==> src/rtl/rk16_pkg.sv <==
// Shared RK16 front-end definitions: datapath widths and the ifetch state type.
package rk16_pkg;

    localparam int unsigned INSTR_W = 32;
    localparam int unsigned IMEM_AW = 17;
    localparam int unsigned PC_W    = 16;
    localparam int unsigned HALF_W  = 16;
    localparam int unsigned WDT_W   = 8;

    typedef enum logic [2:0] {
        IDLE     = 3'd0,
        FETCH_LO = 3'd1,
        FETCH_HI = 3'd2,
        FULL     = 3'd3,
        STEP     = 3'd4
    } ifetch_state_t;

endpackage

==> src/rtl/ifetch_wdt.sv <==
// Memory wait watchdog: counts consecutive unacknowledged request cycles and
// raises a sticky error once TIMEOUT of them have elapsed.
//   clk, rst  : clock, synchronous active-high reset
//   active    : a request is outstanding and unacked this cycle
//   clear     : abandon the current wait (redirect)
//   err       : sticky timeout flag, cleared only by rst
//   expire_c  : combinational pulse in the cycle the limit is reached
module ifetch_wdt
    import rk16_pkg::*;
#(
    parameter int unsigned TIMEOUT = 255
) (
    input  logic clk,
    input  logic rst,
    input  logic active,
    input  logic clear,
    output logic err,
    output logic expire_c
);

    logic [WDT_W-1:0] cnt;

    // The TIMEOUT-th consecutive unacked cycle is the one that expires.
    assign expire_c = active && !clear && (cnt == WDT_W'(TIMEOUT - 1));

    always_ff @(posedge clk) begin
        if (rst) begin
            cnt <= '0;
            err <= 1'b0;
        end else if (clear || !active) begin
            cnt <= '0;
        end else if (expire_c) begin
            cnt <= '0;
            err <= 1'b1;
        end else begin
            cnt <= cnt + WDT_W'(1);
        end
    end

endmodule

==> src/rtl/ifetch.sv <==
// Instruction fetch: reads two halfwords from imem at {pc,0} and {pc,1},
// presents {hi,lo} to decode over a valid/ready handshake, then pulses
// pc_step once so the pfc advances.
//   clk, rst              : clock, synchronous active-high reset
//   pc / pc_step          : program counter in, one-cycle advance out
//   flush                 : redirect, drops in-flight and held instruction
//   mem_req/addr/ack/rdata: imem read port (ack may come in request cycle)
//   ir/ir_pc/ir_valid/ir_ready : instruction to decode
//   fetch_err             : sticky memory timeout flag
module ifetch
    import rk16_pkg::*;
#(
    parameter int unsigned TIMEOUT = 255
) (
    input  logic               clk,
    input  logic               rst,
    input  logic [PC_W-1:0]    pc,
    output logic               pc_step,
    input  logic               flush,
    output logic               mem_req,
    output logic [IMEM_AW-1:0] mem_addr,
    input  logic               mem_ack,
    input  logic [HALF_W-1:0]  mem_rdata,
    output logic [INSTR_W-1:0] ir,
    output logic [PC_W-1:0]    ir_pc,
    output logic               ir_valid,
    input  logic               ir_ready,
    output logic               fetch_err
);

    ifetch_state_t      state;
    ifetch_state_t      state_nx;
    logic [HALF_W-1:0]  lo;
    logic [PC_W-1:0]    fetch_pc;
    logic [IMEM_AW-1:0] addr_hold;
    logic               wdt_active;
    logic               wdt_expire;
    logic               ack_lo;
    logic               ack_hi;
    logic               handshake;

    // Kept separate from the next-state block so the watchdog path has no
    // combinational dependence on that block's outputs.
    assign wdt_active = ((state == FETCH_LO) || (state == FETCH_HI)) && !mem_ack;

    ifetch_wdt #(
        .TIMEOUT (TIMEOUT)
    ) u_wdt (
        .clk      (clk),
        .rst      (rst),
        .active   (wdt_active),
        .clear    (flush),
        .err      (fetch_err),
        .expire_c (wdt_expire)
    );

    // State register.
    always_ff @(posedge clk) begin
        if (rst) state <= IDLE;
        else     state <= state_nx;
    end

    // Next state and memory-side outputs; address is live during the request
    // so a same-cycle ack can complete each halfword in one cycle.
    always_comb begin
        state_nx  = state;
        mem_req   = 1'b0;
        mem_addr  = addr_hold;
        pc_step   = 1'b0;
        ack_lo    = 1'b0;
        ack_hi    = 1'b0;
        handshake = 1'b0;
        case (state)
            IDLE: state_nx = FETCH_LO;
            FETCH_LO: begin
                mem_req  = 1'b1;
                mem_addr = {pc, 1'b0};
                if (flush) begin
                    state_nx = FETCH_LO;
                end else if (mem_ack) begin
                    ack_lo   = 1'b1;
                    state_nx = FETCH_HI;
                end
            end
            FETCH_HI: begin
                mem_req  = 1'b1;
                mem_addr = {fetch_pc, 1'b1};
                if (flush || wdt_expire) begin
                    state_nx = FETCH_LO;
                end else if (mem_ack) begin
                    ack_hi   = 1'b1;
                    state_nx = FULL;
                end
            end
            FULL: begin
                if (flush) begin
                    state_nx = FETCH_LO;
                end else if (ir_ready) begin
                    handshake = 1'b1;
                    state_nx  = STEP;
                end
            end
            STEP: begin
                pc_step  = !flush;
                state_nx = FETCH_LO;
            end
            default: state_nx = IDLE;
        endcase
    end

    // Halfword assembly, instruction register and address hold.
    always_ff @(posedge clk) begin
        if (rst) begin
            lo        <= '0;
            fetch_pc  <= '0;
            ir        <= '0;
            ir_pc     <= '0;
            ir_valid  <= 1'b0;
            addr_hold <= '0;
        end else begin
            addr_hold <= mem_addr;
            if (flush && (state != IDLE)) begin
                lo       <= '0;
                ir_valid <= 1'b0;
            end else begin
                if (ack_lo) begin
                    lo       <= mem_rdata;
                    fetch_pc <= pc;
                end
                if (ack_hi) begin
                    ir       <= {mem_rdata, lo};
                    ir_pc    <= fetch_pc;
                    ir_valid <= 1'b1;
                end
                if (handshake) ir_valid <= 1'b0;
            end
        end
    end

endmodule

==> config.mk <==
export PLATFORM = sky130hd
export DESIGN_NAME = ifetch
export DESIGN_NICKNAME = d
export VERILOG_FILES = /design/src/rtl/rk16_pkg.sv /design/src/rtl/ifetch_wdt.sv /design/src/rtl/ifetch.sv
export SDC_FILE = /design/constraint.sdc
export NUM_CORES = 1
export LEC_CHECK = 0
export CAP_MARGIN = 20
export CORE_ASPECT_RATIO = 0.75
export CORE_MARGIN = 5
export CORE_UTILIZATION = 30
export DETAILED_ROUTE_END_ITERATION = 12
export PLACE_DENSITY = 0.48
export SYNTH_ARGS = -nofsm -noshare
export SYNTH_HDL_FRONTEND = slang
export SYNTH_SLANG_ARGS = --single-unit
==> constraint.sdc <==
create_clock -name clk -period 3.1 [get_ports clk]
set_clock_uncertainty 0.2 [all_clocks]
set_input_delay 0.62 -clock clk [delete_from_list [all_inputs] [get_ports clk]]
set_output_delay 0.62 -clock clk [all_outputs]
set_load 0.05 [all_outputs]
==> run_1/port_trees.png <==
(2 px per um)
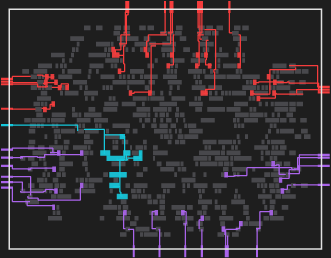
[mem_rdata] red | bits: 16 | direction: input | end cells: 32 | wire: 584 um
[flush] cyan | bits: 1 | direction: input | end cells: 10 | wire: 126 um
[mem_addr] purple | bits: 17 | direction: output | end cells: 17 | wire: 480 um
I/O pins: 106
IO Port Bufs: 105

==> run_1/closeup.png <==
Region (107, 79) to (127, 99) um. Cells in grey, sequential cells in the stronger grey; small squares are vias.
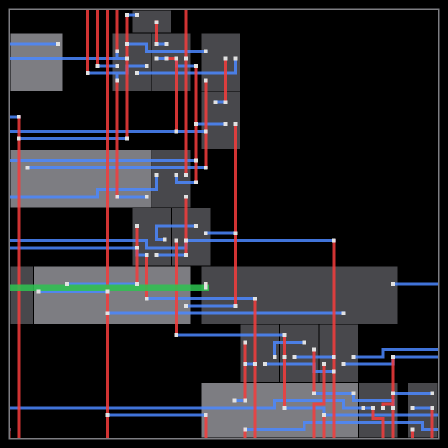
[M3] green
[M2] red
[M1] blue
cells with their middle in the window: 16
most frequent: nand3_1 (5), a21oi_1 (4), dfxtp_1 (3)
sequential cells in the window: 3
netlist names of flops here include: lo (2), ir (1)

==> metrics.yaml, run 1 <==
status: "complete, no violations"
syn-cell-area_sq_mm: 0.00476
fp.coreArea_sq_mm: 0.0154
ff_type: "dfxtp_1"
vias: 4658
synth_flops: 110
layout_top_cells: "dfxtp_1 (109), a21oi_1 (102), nand3_1 (84), clkdlybuf4s50_1 (84), o21ai_0 (55)"
crit_fanout: 15
place_area_sq_mm: 0.00591
cpPeakStageDelay_ns: 0.51
overflow: 0
topCellsByArea: "dfxtp_1 (46%), a21oi_1 (11%), nand3_1 (8.8%), o221ai_1 (5.9%), o21ai_0 (5.8%)"
edf_count: 0
met2_usage_pct: 25.8
drc: 0
top_usage_layer: "met2"
path_cells: "nand2b_2 > buf_4 > o221ai_1 > a21oi_1 > buf_4"
die_height_um: 119
drt-wirelength-per-cell_um: 18.5
ys_sh_simple_pct: 16.1
synth_cells: 560
instances_no_fill: 838
cts_tree: "built"
root_buffer: "clkbuf_16"
slowest_stage: "dfxtp_2"
slew_headroom_pct: 54.0
vias_per_cell: 5.56
powerDensity_mw_per_mm2: 508
h-tree-depth: 3
diodes: 0
p_leak_nw: 1.97
layout.nets: 669
clockBufferDepth: 2
grtUsageMet1_pct: 22.3
synth_warnings: 0
grt_pass1_vias: 4631
fmax_ghz: 0.341
fp-utilization_pct: 30.9
ys_cells: 560
whs_ns: 0.257
vdd_ir_drop_max_v: 0.000278
cts_resized: 1
switchingPower_mw: 0.844
cap_violations: 0
clock_latency_ns: 0.35
synth_xor_xnor_area_share_pct: 0.736
setup_ws_ns: 0.170
place_ws_ns: 0.284
dp.cells: 824
r2r_start: "state[0]"
post-route-period-util_pct: 94.5
p_seq_share_pct: 46.4
rsz0062_at_grt: "no"
synth_top_area_share_pct: 46.3
path_clk_slew_ns: 0.07
hold_start: "u_wdt.err"
path_delay_family: "flip-flops"
area_growth_pct: 30.8
switching_share_pct: 26.7
worstSetupPathType: "register to primary output"
die_x_um: 155
crit_buf_inv: 2
top_cells_by_count: "dfxtp_1 (110), a21oi_1 (102), nand3_1 (84)"
drv_slew: 0
==> run_1/layers.png <==
(4 px per um) Two of the layers only.
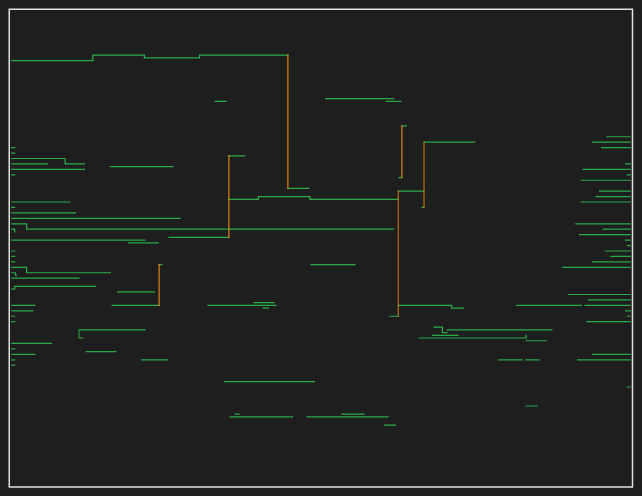
[M4] orange | wire length: 124 um
[M3] green | wire length: 1050 um
Global Route Usage Sum: 16.4%
final WL: 15.5 mm

==> run 1: area by class of cell <==
class | count | area [sq um]
inverters | 5 | 22.5
clock buffers | 11 | 243
repair buffers | 120 | 1170
flip-flops and latches | 110 | 2200
well taps | 205 | 256
multi-input cells | 384 | 2260
clock inverters | 3 | 68.8
fillers | 1564 | 9190
==> run 1: worst paths after layout <==
kind / to / slack [ns] / cells past startpoint
max: mem_addr[14] / 0.17 / 5
min: u_wdt.err / 0.26 / 2
max reg2reg: ir_pc[6] / 0.85 / 5
min reg2reg: u_wdt.err / 0.26 / 2
==> run 1: state kept, by name (all words and copies together), names as in the netlist <==
| register | flops |
|---|---|
| addr_hold | 17 |
| fetch_pc | 16 |
| ir | 32 |
| ir_pc | 16 |
| ir_valid | 1 |
| lo | 16 |
| state | 3 |
| u_wdt.cnt | 8 |
| u_wdt.err | 1 |
==> run 1: routing by layer <==
layer  part of all wire (%)  vias up
met3                    6.8       16
met5                      0        -
met2                     45      134
met1                     48     2272
met4                   0.80        0
li1                       -     2236
==> run 1: worst register-to-register path, cell delays in order (launching register included) <==
cell and delay, ns:
dfxtp_1 0.30, buf_4 0.19, buf_4 0.23, or4b_4 0.83, o21ai_0 0.27, a21oi_1 0.09
==> run 1: kinds of logic after synthesis <==
logic type      after synthesis
compound gates              243
simple gates                134
flops                       110
buf+inv                      66
xor+xnor                      4
fa+ha+maj                     2
mux                           1
==> run 1: power by group through the flow <==
| stage | combinational (mW) | sequential [mW] | clock [mW] |
|---|---|---|---|
| final | 0.440 | 1.47 | 1.25 |
| after global routing | 0.470 | 1.47 | 1.35 |
| after CTS | 0.442 | 1.47 | 1.29 |
| after detailed placement | 0.440 | 1.50 | 0 |
| after global placement | 0.437 | 1.50 | 0 |
| after floorplan | 0.271 | 1.50 | 0 |
==> run_1/clock_nets.png <==
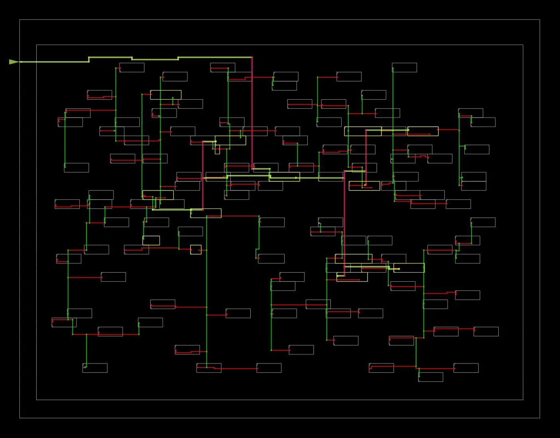

==> inputs of run 2 (changes only) <==
Settings changed: ABC_AREA set to 1, PLACE_DENSITY 0.48 to 0.49, TNS_END_PERCENT set to 1.
==> run_2/clock_nets.png <==
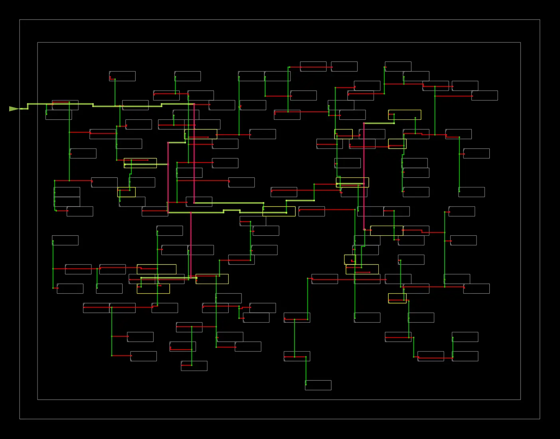
flop count: 110
Num CTS Buffers: 9
clk ins delay skew pair: 0.34 ns
CTS Sinks: 110
P_clk: 1.21 mW

==> run_2/closeup.png <==
Region (100, 74) to (120, 94) um. Cells in grey, sequential cells in the stronger grey; small squares are vias.
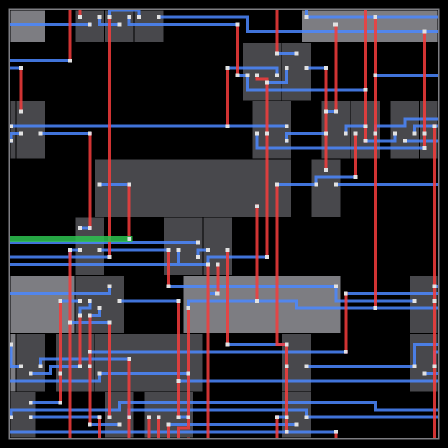
[M3] green
[M2] red
[M1] blue
sequential cells in the window: 2
cells with their middle in the window: 29
netlist names of flops here include: fetch_pc (2)
most frequent: nor2_1 (11), nand2_1 (8), o21ai_0 (3)

==> metrics.yaml, run 2 <==
status: "complete, no violations"
die_x_um: 147  # -5.6%
r2r-end: "ir[12]"
reg2reg_depth: 6  # +1
worstSetupPathType: "register to primary output"
switching_share_pct: 26.9  # +0.24 points
switchingPower_mw: 0.863  # +2.3%
wirelength_met1_mm: 6.04  # -18%
layout.nets: 682  # +1.9%
post-route-period-util_pct: 90.5  # -4.0 points
p_leak_nw: 2.44  # +24%
r2r_start: "state[0]"
synth_cells: 550  # -1.8%
cts_tree: "built"
overflow: 0  # unchanged
vias_per_cell: 4.61  # -17%
grt_pass1_vias: 3779  # -18%
met2WireLength_mm: 4.79  # -31%
place_ws_ns: 0.446  # +0.162 ns
regMostFlops: "ir"
totalWireLength_mm: 11.8  # -24%
synth_warnings: 0  # unchanged
pg_seq_mw: 1.50  # about the same
setup_ws_ns: 0.294  # +0.124 ns
topCellsByArea: "dfxtp_1 (52%), nor2_1 (15%), o21ai_0 (9.4%), nand2_1 (6.3%), nand3_1 (2.6%)"
ff_type: "dfxtp_1"
top_layer_used: "met4"
die_area_sq_mm: 0.0165
cap_violations: 0  # unchanged
grt_use_total_pct: 14.5  # -1.8 points
hold_start: "u_wdt.err"
fmax_ghz: 0.356  # +4.4%
powerDensity_mw_per_mm2: 567  # +12%
comb_cell_power_mw: 0.497  # +13%
diodes: 0  # unchanged
whs_path_depth: 2  # unchanged
p_seq_share_pct: 46.7  # +0.3 points
cts_resized: 0  # -1
hold_path_end: "u_wdt.err"
drv_slew: 0  # unchanged
layout_top_cells: "nor2_1 (173), dfxtp_1 (110), clkdlybuf4s50_1 (88), o21ai_0 (79), nand2_1 (70)"
h-tree-depth: 3  # unchanged
largest_reg_flops: 32  # unchanged
ys_cells: 550  # -1.8%
reg_top3: "ir (32), addr_hold (17)"
crit_fanout: 4  # -11
die_height_um: 113  # -5.5%
syn-cell-area_sq_mm: 0.00420  # -12%
slew_headroom_pct: 42.9  # -11 points
top_cells_by_count: "nor2_1 (173), dfxtp_1 (110), o21ai_0 (79)"
root_buffer: "clkbuf_16"
area_growth_pct: 34.6
vias: 3791  # -19%
rsz0062_at_grt: "no"
synth_top_area_share_pct: 52.4  # +6.1 points
fp.coreArea_sq_mm: 0.0137  # -11%
top_power_group: "registers"
vdd_ir_drop_max_v: 0.000261  # -6.0%
end_kind: "primary output"
num_io_pins: 106  # unchanged
port_buffers: 105  # unchanged
==> run 2: layout make-up <==
cell class	instances	area, sq um
Timing Repair Buffer	111	1080
Multi-Input combinational cell	390	1760
Fill cell	1383	8050
Inverter	21	78.8
Tap cell	175	219
Clock buffer	13	280
Sequential cell	110	2200
Clock inverter	2	38.8
==> run 2: critical path, stage by stage (launching register included) <==
cell and delay [ns]:
dfxtp_1 0.41, inv_2 0.07, nand3_2 0.18, nand2_1 0.10, nand2_1 0.08, clkdlybuf4s50_1 0.81
==> run 2: worst max path at each step <==
stage	depth (start not counted)	from	slack, ns	endpoint
after CTS	5	state[1]	0.29	mem_addr[0]
after detailed placement	7	flush	0.45	ir[12]
after global routing	5	state[1]	0.21	mem_addr[0]
after global placement	7	flush	0.50	ir[24]
after floorplan	1	flush	0.58	pc_step
final	5	state[1]	0.29	mem_addr[0]
==> run 2: cell families (layout without fill, tap and decap cells) <==
| family | count (synthesis) | count (layout) | share of synthesized area, % |
|---|---|---|---|
| adder cells (fa/ha/maj) | 2 | 2 | 0.595 |
| buffers and inverters | 50 | 147 | 5.75 |
| flip-flops | 110 | 110 | 52.4 |
| AND-OR/OR-AND | 107 | 107 | 13.4 |
| AND/OR/NAND/NOR | 277 | 277 | 27.0 |
| XOR/XNOR | 4 | 4 | 0.834 |
==> run 2: metrics by stage <==
stage	hold slack, ns	total power [mW]	std cells	util [%]	instance area [sq um]
floorplan	0.241	1.84	550	-	4200
global placement	0.242	2.03	807	39.0	5340
detailed placement	0.247	2.03	807	39.0	5340
CTS	0.258	3.25	822	41.3	5660
global route	0.284	3.34	822	41.3	5660
finish	0.251	3.21	822	41.3	5660
==> run 2: per-layer routing <==
layer	up-vias	GRT usage [%]
met5	-	0
met4	0	3.20
met3	12	5.33
met2	107	21.6
met1	1705	20.2
li1	1967	-
==> run_2/layers.png <==
(4 px per um) Two of the layers only.
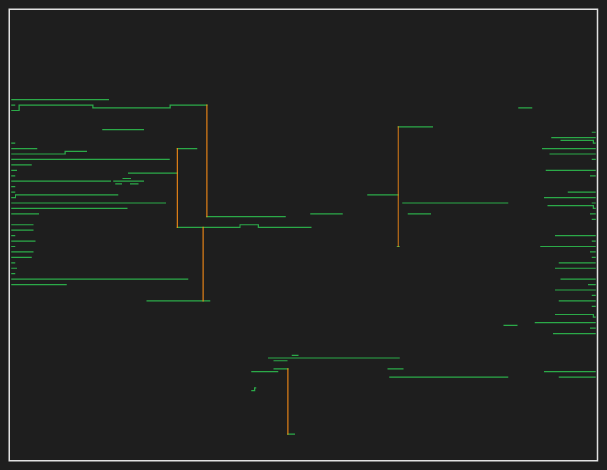

==> inputs of run 3 (changes only) <==
Settings changed: CTS_BUF_LIST set to sky130_fd_sc_hd__clkbuf_8.
==> run_3/layers.png <==
(4 px per um) Two of the layers only.
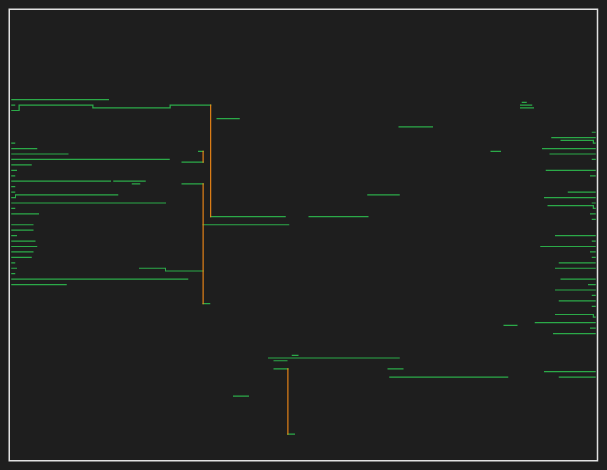
[M3] green | wire length: 771 um
[M4] orange | wire length: 76.8 um
Global Route Usage Sum: 14.5%
Routed WL per cell: 14.3 um
final WL: 11.8 mm
via count: 3778

==> run_3/closeup.png <==
Region (100, 74) to (120, 94) um. Cells in grey, sequential cells in the stronger grey; small squares are vias.
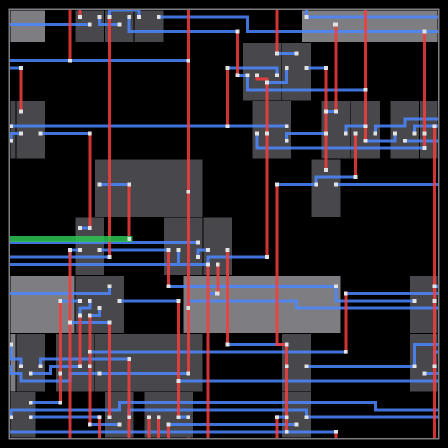
[M1] blue
[M2] red
[M3] green
netlist names of flops here include: fetch_pc (2)
most frequent: nor2_1 (11), nand2_1 (8), o21ai_0 (3)
sequential cells in the window: 2
cells with their middle in the window: 29

==> metrics.yaml, run 3 <==
status: "complete, no violations"
cts_tree: "built"
place_ws_ns: 0.446  # unchanged
r2r-end: "ir[12]"
largest_reg_flops: 32  # unchanged
dp.cells: 807  # unchanged
whs_ns: 0.254  # +0.00379 ns
reg2reg_depth: 6  # unchanged
syn-cell-area_sq_mm: 0.00420  # unchanged
design_area_sq_mm: 0.00556  # -1.8%
root_buffer: "clkbuf_8"
logic_area_sq_mm: 0.00176  # unchanged
wirelength_met1_mm: 6.13  # +1.6%
post-route-period-util_pct: 91.4  # +0.90 points
crit_cells: 5  # unchanged
vias_per_cell: 4.60  # -0.34%
slowest_stage: "clkdlybuf4s50_1"
port_buffers: 105  # unchanged
area_growth_pct: 32.2
layout.area.seq_sq_mm: 0.00220  # unchanged
cts_resized: 0  # unchanged
antenna_found_initial: 0
powerDensity_mw_per_mm2: 526  # -7.3%
p_total_mw: 2.92  # -8.9%
setup_ws_ns: 0.266  # -0.0279 ns
cts_inserted_buffers: 9  # unchanged
edf_count: 0
fmax_ghz: 0.353  # -0.98%
place_area_sq_mm: 0.00534  # unchanged
met2WireLength_mm: 4.78  # about the same
diodes: 0  # unchanged
critPathLaunch: "state[1]"
numClockSinks: 110  # unchanged
layout.nets: 682  # unchanged
end_kind: "primary output"
vdd_ir_drop_max_v: 0.000247  # -5.3%
fp.coreArea_sq_mm: 0.0137  # unchanged
ys_cells: 550  # unchanged
overflow: 0  # unchanged
whs_path_depth: 2  # unchanged
p_leak_nw: 2.39  # -1.9%
top_cells_by_count: "nor2_1 (173), dfxtp_1 (110), o21ai_0 (79)"
instances_no_fill: 822  # unchanged
die_area_sq_mm: 0.0165  # unchanged
path_common_cell: "nand2_1"
regMostFlops: "ir"
rsz0062_at_grt: "no"
r2r_start: "state[0]"
cap_violations: 0  # unchanged
synth_top_area_share_pct: 52.4  # unchanged
worstSetupPathType: "register to primary output"
drv_slew: 0  # unchanged
num_io_pins: 106  # unchanged
crit_fanout: 4  # unchanged
reg_top3: "ir (32), addr_hold (17)"
cpPeakStageDelay_ns: 0.81  # about the same
path_cells: "inv_2 > nand3_2 > nand2_1 > nand2_1 > clkdlybuf4s50_1"
ff_type: "dfxtp_1"
hold_buffers: 0
hold_path_end: "u_wdt.err"
crit_buf_inv: 2  # unchanged
clock_latency_ns: 0.36  # +0.02 ns
fin_util_pct: 40.5  # -0.74 points
layout_top_cells: "nor2_1 (173), dfxtp_1 (110), clkdlybuf4s50_1 (88), o21ai_0 (79), nand2_1 (70)"
hold_start: "u_wdt.err"
topCellsByArea: "dfxtp_1 (52%), nor2_1 (15%), o21ai_0 (9.4%), nand2_1 (6.3%), nand3_1 (2.6%)"
die_height_um: 113  # unchanged
run 3: netlist changes by cell type in the layout (fill, tap and decap cells not counted):
cell / previous run / this run
clkbuf_16: 9 / 0
clkbuf_8: 4 / 13
run 3: worst max path at each step:
| stage | end | slack (ns) |
|---|---|---|
| 3_3_place_gp | ir[24] | 0.50 |
| 6_report | mem_addr[0] | 0.27 |
| 2_1_floorplan | pc_step | 0.58 |
| 5_1_grt | mem_addr[0] | 0.16 |
| 3_5_place_dp | ir[12] | 0.45 |
| 4_1_cts | mem_addr[0] | 0.25 |
run 3: cell type report:
| cell class | instances | share of cell area, % |
|---|---|---|
| Clock buffer | 13 | 3.22 |
| Multi-Input combinational cell | 390 | 31.7 |
| Clock inverter | 2 | 0.698 |
| Timing Repair Buffer | 111 | 19.4 |
| Sequential cell | 110 | 39.6 |
| Inverter | 21 | 1.42 |
| Tap cell | 175 | 3.94 |
run 3: layer usage:
| layer | global-route usage (%) | vias to the layer above |
|---|---|---|
| li1 | - | 1967 |
| met1 | 20.3 | 1697 |
| met2 | 21.5 | 104 |
| met3 | 5.04 | 10 |
| met4 | 3.38 | 0 |
| met5 | 0 | - |
run 3: cell families after synthesis:
| family | count (synthesis) | share of synthesized area (%) |
|---|---|---|
| AND/OR/NAND/NOR | 277 | 27.0 |
| flip-flops | 110 | 52.4 |
| AND-OR/OR-AND | 107 | 13.4 |
| buffers and inverters | 50 | 5.75 |
| XOR/XNOR | 4 | 0.834 |
| adder cells (fa/ha/maj) | 2 | 0.595 |
run 3: power breakdown:
part | leakage [nW] | internal, mW | switching, mW
Combinational | 1.39 | 0.163 | 0.334
Sequential | 0.893 | 1.47 | 0.0291
Clock | 0.112 | 0.460 | 0.466

## Gallery

M2 wires.
(2 px per um) Cells faint in the background.
picture 1
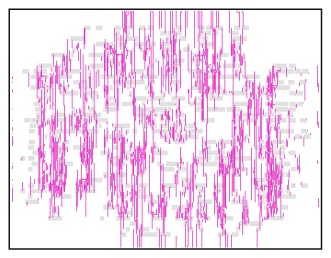
picture 2
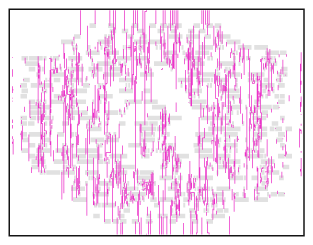
picture 2: run 2
picture 1: run 1

No activity file was given, so power comes from the tool's default toggle rates.
